Figure 1. Floorplan with the power grid.
Pins as bars on the die edge.
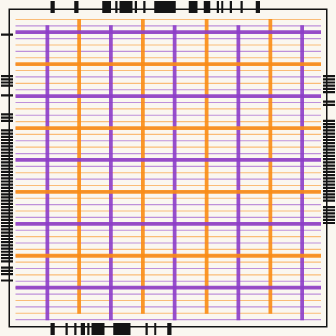
Figure 2. Placement by cell class.
The bar under the picture is 50 µm long.
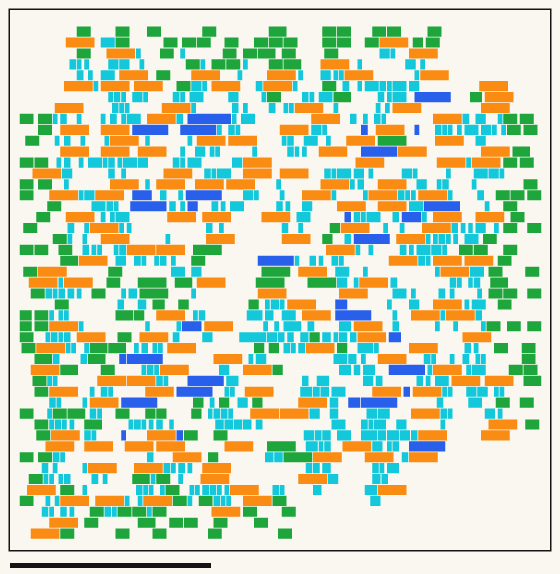
Figure 3. Clock distribution.
The bar under the picture is 50 µm long.
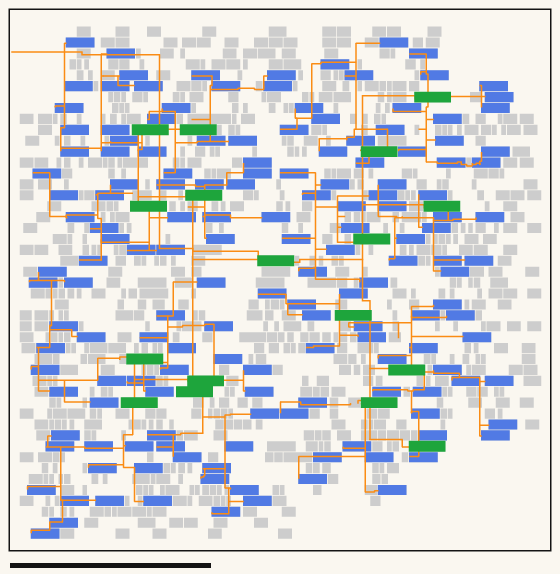
Figure 4. Wiring by layer.
Only two layers are drawn.
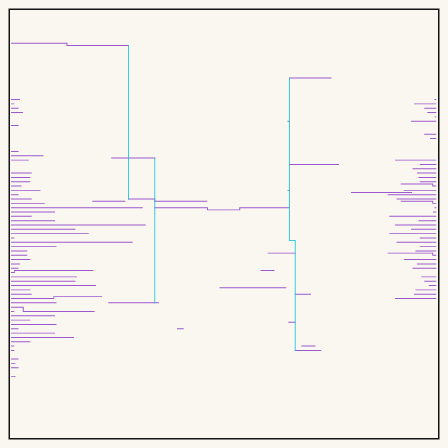
Figure 5. The clock network.
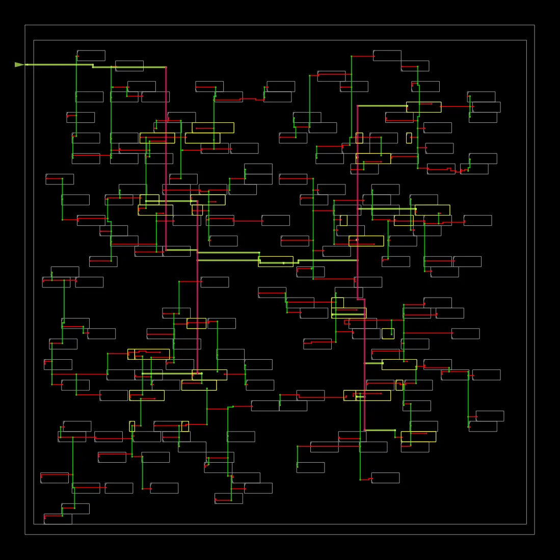
[config.mk]
export PLATFORM = sky130hd
export DESIGN_NAME = wb_arbiter_2m
export DESIGN_NICKNAME = d
export VERILOG_FILES = /design/src/rtl/wb_arbiter_2m.sv
export SDC_FILE = /design/constraint.sdc
export NUM_CORES = 1
export LEC_CHECK = 0
export CORE_MARGIN = 2
export CORE_UTILIZATION = 35
export CTS_CLUSTER_DIAMETER = 80
export DETAILED_ROUTE_END_ITERATION = 6
export PLACE_DENSITY_LB_ADDON = 0.1
export SYNTH_ARGS = -nofsm -noshare
export SYNTH_HDL_FRONTEND = slang
export SYNTH_SLANG_ARGS = --single-unit
[constraint.sdc]
create_clock -name clk -period 1.8 [get_ports clk]
set_input_delay 0.45 -clock clk [delete_from_list [all_inputs] [get_ports clk]]
set_output_delay 0.45 -clock clk [all_outputs]
set_load 0.01 [all_outputs]
[src/rtl/wb_arbiter_2m.sv]
// Two-master Wishbone arbiter with round-robin grant and a bus watchdog.
// Each master request pulse is latched into a slot and replayed as a held cycle on the slave bus.
module wb_arbiter_2m #(
  parameter int unsigned TIMEOUT_W = 16,
  parameter int unsigned TIMEOUT   = 1000
) (
  input  logic        clk,
  input  logic        reset,

  input  logic        m0_cyc_i,
  input  logic        m0_stb_i,
  input  logic        m0_we_i,
  input  logic [15:0] m0_adr_i,
  input  logic [15:0] m0_dat_i,
  output logic [15:0] m0_dat_o,
  output logic        m0_ack_o,
  output logic        m0_timeout_o,

  input  logic        m1_cyc_i,
  input  logic        m1_stb_i,
  input  logic        m1_we_i,
  input  logic [15:0] m1_adr_i,
  input  logic [15:0] m1_dat_i,
  output logic [15:0] m1_dat_o,
  output logic        m1_ack_o,
  output logic        m1_timeout_o,

  output logic        s_cyc_o,
  output logic        s_stb_o,
  output logic        s_we_o,
  output logic [15:0] s_adr_o,
  output logic [15:0] s_dat_o,
  input  logic [15:0] s_dat_i,
  input  logic        s_ack_i
);

  localparam logic [0:0] StIdle = 1'b0;
  localparam logic [0:0] StBus  = 1'b1;

  localparam logic [TIMEOUT_W-1:0] TimeoutLast = TIMEOUT_W'(TIMEOUT - 1);

  // Per-master request view, index 0 = m0, index 1 = m1
  logic [1:0]       req;
  logic [1:0]       m_we;
  logic [1:0][15:0] m_adr;
  logic [1:0][15:0] m_dat;

  assign req   = {m1_cyc_i & m1_stb_i, m0_cyc_i & m0_stb_i};
  assign m_we  = {m1_we_i, m0_we_i};
  assign m_adr = {m1_adr_i, m0_adr_i};
  assign m_dat = {m1_dat_i, m0_dat_i};

  logic [0:0]           state_q, state_d;
  logic [1:0]           pend_q, pend_d;
  logic                 last_grant_q, last_grant_d;
  logic                 gnt_q, gnt_d;
  logic [TIMEOUT_W-1:0] cnt_q, cnt_d;

  logic [1:0]           slot_we_q, slot_we_d;
  logic [1:0][15:0]     slot_adr_q, slot_adr_d;
  logic [1:0][15:0]     slot_dat_q, slot_dat_d;

  logic                 s_cyc_q, s_cyc_d;
  logic                 s_we_q, s_we_d;
  logic [15:0]          s_adr_q, s_adr_d;
  logic [15:0]          s_dat_q, s_dat_d;

  logic [1:0]           ack_q, ack_d;
  logic [1:0]           tmo_q, tmo_d;
  logic [1:0][15:0]     rdat_q, rdat_d;

  logic                 grant_sel;

  // Round-robin only matters on contention; a lone request is granted directly.
  always_comb begin
    grant_sel = 1'b0;
    if (pend_q == 2'b11) begin
      grant_sel = ~last_grant_q;
    end else begin
      grant_sel = pend_q[1];
    end
  end

  always_comb begin
    state_d      = state_q;
    pend_d       = pend_q;
    last_grant_d = last_grant_q;
    gnt_d        = gnt_q;
    cnt_d        = cnt_q;
    slot_we_d    = slot_we_q;
    slot_adr_d   = slot_adr_q;
    slot_dat_d   = slot_dat_q;
    s_cyc_d      = s_cyc_q;
    s_we_d       = s_we_q;
    s_adr_d      = s_adr_q;
    s_dat_d      = s_dat_q;
    ack_d        = 2'b00;
    tmo_d        = 2'b00;
    rdat_d       = rdat_q;

    // A pulse while the slot is busy (queued or on the bus) is dropped.
    for (int i = 0; i < 2; i++) begin
      if (req[i] && !pend_q[i]) begin
        pend_d[i]     = 1'b1;
        slot_we_d[i]  = m_we[i];
        slot_adr_d[i] = m_adr[i];
        slot_dat_d[i] = m_dat[i];
      end
    end

    unique case (state_q)
      StIdle: begin
        if (pend_q != 2'b00) begin
          gnt_d   = grant_sel;
          s_cyc_d = 1'b1;
          s_we_d  = slot_we_q[grant_sel];
          s_adr_d = slot_adr_q[grant_sel];
          s_dat_d = slot_dat_q[grant_sel];
          cnt_d   = '0;
          state_d = StBus;
        end
      end
      StBus: begin
        cnt_d = cnt_q + 1'b1;
        if (s_ack_i) begin
          ack_d[gnt_q]  = 1'b1;
          rdat_d[gnt_q] = s_dat_i;
          s_cyc_d       = 1'b0;
          pend_d[gnt_q] = 1'b0;
          last_grant_d  = gnt_q;
          state_d       = StIdle;
        end else if (cnt_q == TimeoutLast) begin
          tmo_d[gnt_q]  = 1'b1;
          s_cyc_d       = 1'b0;
          pend_d[gnt_q] = 1'b0;
          last_grant_d  = gnt_q;
          state_d       = StIdle;
        end
      end
      default: begin
        s_cyc_d = 1'b0;
        state_d = StIdle;
      end
    endcase
  end

  always_ff @(posedge clk) begin
    if (reset) begin
      state_q      <= StIdle;
      pend_q       <= 2'b00;
      last_grant_q <= 1'b1;
      gnt_q        <= 1'b0;
      cnt_q        <= '0;
      slot_we_q    <= '0;
      slot_adr_q   <= '0;
      slot_dat_q   <= '0;
      s_cyc_q      <= 1'b0;
      s_we_q       <= 1'b0;
      s_adr_q      <= '0;
      s_dat_q      <= '0;
      ack_q        <= 2'b00;
      tmo_q        <= 2'b00;
      rdat_q       <= '0;
    end else begin
      state_q      <= state_d;
      pend_q       <= pend_d;
      last_grant_q <= last_grant_d;
      gnt_q        <= gnt_d;
      cnt_q        <= cnt_d;
      slot_we_q    <= slot_we_d;
      slot_adr_q   <= slot_adr_d;
      slot_dat_q   <= slot_dat_d;
      s_cyc_q      <= s_cyc_d;
      s_we_q       <= s_we_d;
      s_adr_q      <= s_adr_d;
      s_dat_q      <= s_dat_d;
      ack_q        <= ack_d;
      tmo_q        <= tmo_d;
      rdat_q       <= rdat_d;
    end
  end

  assign s_cyc_o      = s_cyc_q;
  assign s_stb_o      = s_cyc_q;
  assign s_we_o       = s_we_q;
  assign s_adr_o      = s_adr_q;
  assign s_dat_o      = s_dat_q;

  assign m0_dat_o     = rdat_q[0];
  assign m0_ack_o     = ack_q[0];
  assign m0_timeout_o = tmo_q[0];
  assign m1_dat_o     = rdat_q[1];
  assign m1_ack_o     = ack_q[1];
  assign m1_timeout_o = tmo_q[1];

endmodule
==> out/metrics.csv <==
stage,metric,value,unit
status,status,"finished, final reports clean",
finish,antenna cells,0,
setup_path,worst r2r dst,cnt_q[14],
synth,Post-synth ARST share,0,
setup_path,CP startpoint kind,flop,
finish,Layout area overhead,42.9,%
floorplan,total core area,0.0166,mm²
power_and_ir_drop,switching power,2.04,mW
floorplan,std cell rows,47,
place,Placer Congestion,0.781,
routing,drc violations,0,
timing,Slew HR,0.695,
finish,most frequent cells in the layout,"205 x nand2_1, 157 x dfxtp_1, 135 x clkdlybuf4s50_1",
setup_path,crit-path cells,clkdlybuf4s50_1,
cts,H-Tree Depth,4,
place,Post-DP HPWL,11.1,mm
setup_path,crit path max fanout,2,
finish,Filler cells,1588,
power_and_ir_drop,LEAKAGE,3.28,nW
finish,logic area,0.00260,mm²
cts,TritonCTS clock tree,yes,
timing,# setup viols final,0,
timing,RSZ-0062 raised after global routing,no,
synth,"Simple Share, Synth",0.211,
setup_path,"Worst Path Class, Setup",reg2out,
routing,Met2 Routed Length,7.41,mm
timing,TNS Setup,0,ps
cts,Clock Pin Slew Worst Setup and Hold Paths,60,ps
synth,mux cell area share after synthesis,0.0589,
global_route,largest net degree at the start of global routing,59,
setup_path,Slowest cell on crit path,clkdlybuf4s50_1,
synth,Mapped Cells,709,
synth,Top cell area share,0.527,
hold_path,hold endpoint,slot_adr_q[15],
setup_path,Worst Setup End Kind,output pin,
hold_path,worst min path class,reg2reg,
synth,# Cells Yosys,709,
cts,deepest clock path buffer count,2,
finish,post-route cell area,0.00853,mm²
routing,drt first pass iters,5,
power_and_ir_drop,Cell Int Power,6.24,mW
setup_path,CP required,1350,ps
cts,postcts setup bufs,0,
synth,Commonest flop,dfxtp_1,
timing,Worst-Margin Slew,458,ps
synth,Post-synth seq share,0.527,
synth,cell taking the most area after synthesis,dfxtp_1,
synth,"Cell Area, Synth",0.00597,mm²
finish,most frequent logic cell in the layout,nand2_1,
finish,Comb/total area,0.304,
power_and_ir_drop,Power Dens Cells,971,mW/mm²
global_route,number of global-route vias before repair,5229,
global_route,M2 GR Usage,0.287,
place,DP Worst Slack,6.63,ps
hold_path,Hold Crit Depth,2,
global_route,initial antenna violation count,0,
synth,comb area leader,simple AND/OR/NAND/NOR gates,
flow_run,tool warnings,26,
finish,Inverters excl. clock,3,
timing,min Tclk post-route,1760,ps
floorplan,die area,0.0181,mm²
timing,final hold viol count,0,
finish,final net count,951,
global_route,met1 Usage GRT,0.237,
synth,Top cells by area,"dfxtp_1 53%, nand2_1 13%, a21oi_1 9.2%",
routing,DR iter-0 viols,326,
place,DP Cell Count,1062,
setup_path,WP buf/inv,1,
global_route,global-route wire length before repair,26.2,mm
finish,bufs w/o clock,185,
setup_path,FF-to-FF setup slack,170,ps
power_and_ir_drop,top power group,sequential cells,
floorplan,Tapcells,220,
Back to the opening pictures, Figure 1:
legend:
  orange:
    net: VDD
  purple:
    net: VSS
met1 rails: 48
met5 straps: 9
rows: 47
signal pins: 160
met4 straps: 9
width of the chip: 135 µm
peak supply drop: 0.664 mV
die height: 135 µm

Back to the opening pictures, Figure 2:
legend:
  blue:
    class: clock drivers and dummy loads
    cells: 32
    share_of_their_area: 6.8%
  green:
    class: remaining buffers and delay cells
    cells: 185
    share_of_their_area: 23%
  orange:
    class: registers
    cells: 157
    share_of_their_area: 38%
  cyan:
    class: remaining logic cells
    cells: 500
    share_of_their_area: 32%
final core occ: 0.512
fraction of area in registers: 0.369

Back to the opening pictures, Figure 3:
legend:
  orange:
    item: clock wires
    length: 1880 µm
  blue:
    item: flip-flops
    count: 157
  green:
    item: clock-net drivers
    count: 17
routed clock nets: 18
Setup Skew: 6.69 ps
P_clk: 3.40 mW
clk ins delay skew pair: 420 ps
Clk pwr share: 0.411

Back to the opening pictures, Figure 4:
legend:
  cyan:
    layer: M4
    wire_length: 181 µm
  purple:
    layer: M3
    wire_length: 1100 µm
WL final: 16.2 mm
vias: 5333
DR WL/cell: 14.8 µm

Back to the opening pictures, Figure 5:
# clock sinks: 157
FF+latch count: 157
# clk buffers: 22
cts bufs inserted: 17

## through the flow
step | hold WS (ps) | util
3_5_place_dp | 446 | 0.476
5_1_grt | 473 | 0.512
3_3_place_gp | 441 | 0.476
6_report | 454 | 0.512
4_1_cts | 454 | 0.510
2_1_floorplan | 436 | -
## worst max-delay path by stage
stage	start	endpoint	slack [ps]	cells after the start
global route	m1_dat_o[15]	m1_dat_o[15]	0.1	1
finish	s_dat_o[11]	s_dat_o[11]	40	1
floorplan	cnt_q[0]	cnt_q[14]	260	5
detailed placement	m1_cyc_i	slot_adr_q[17]	7	6
global placement	m1_cyc_i	slot_adr_q[18]	10	6
CTS	s_we_o	s_we_o	0.1	1
## timing repair
action | 4_1_cts | 5_1_grt
endpoints found under the setup margin | 4 | 20
pin swaps | 0 | 0
resized | 4 | 20
Power and IR drop assume default switching activity.
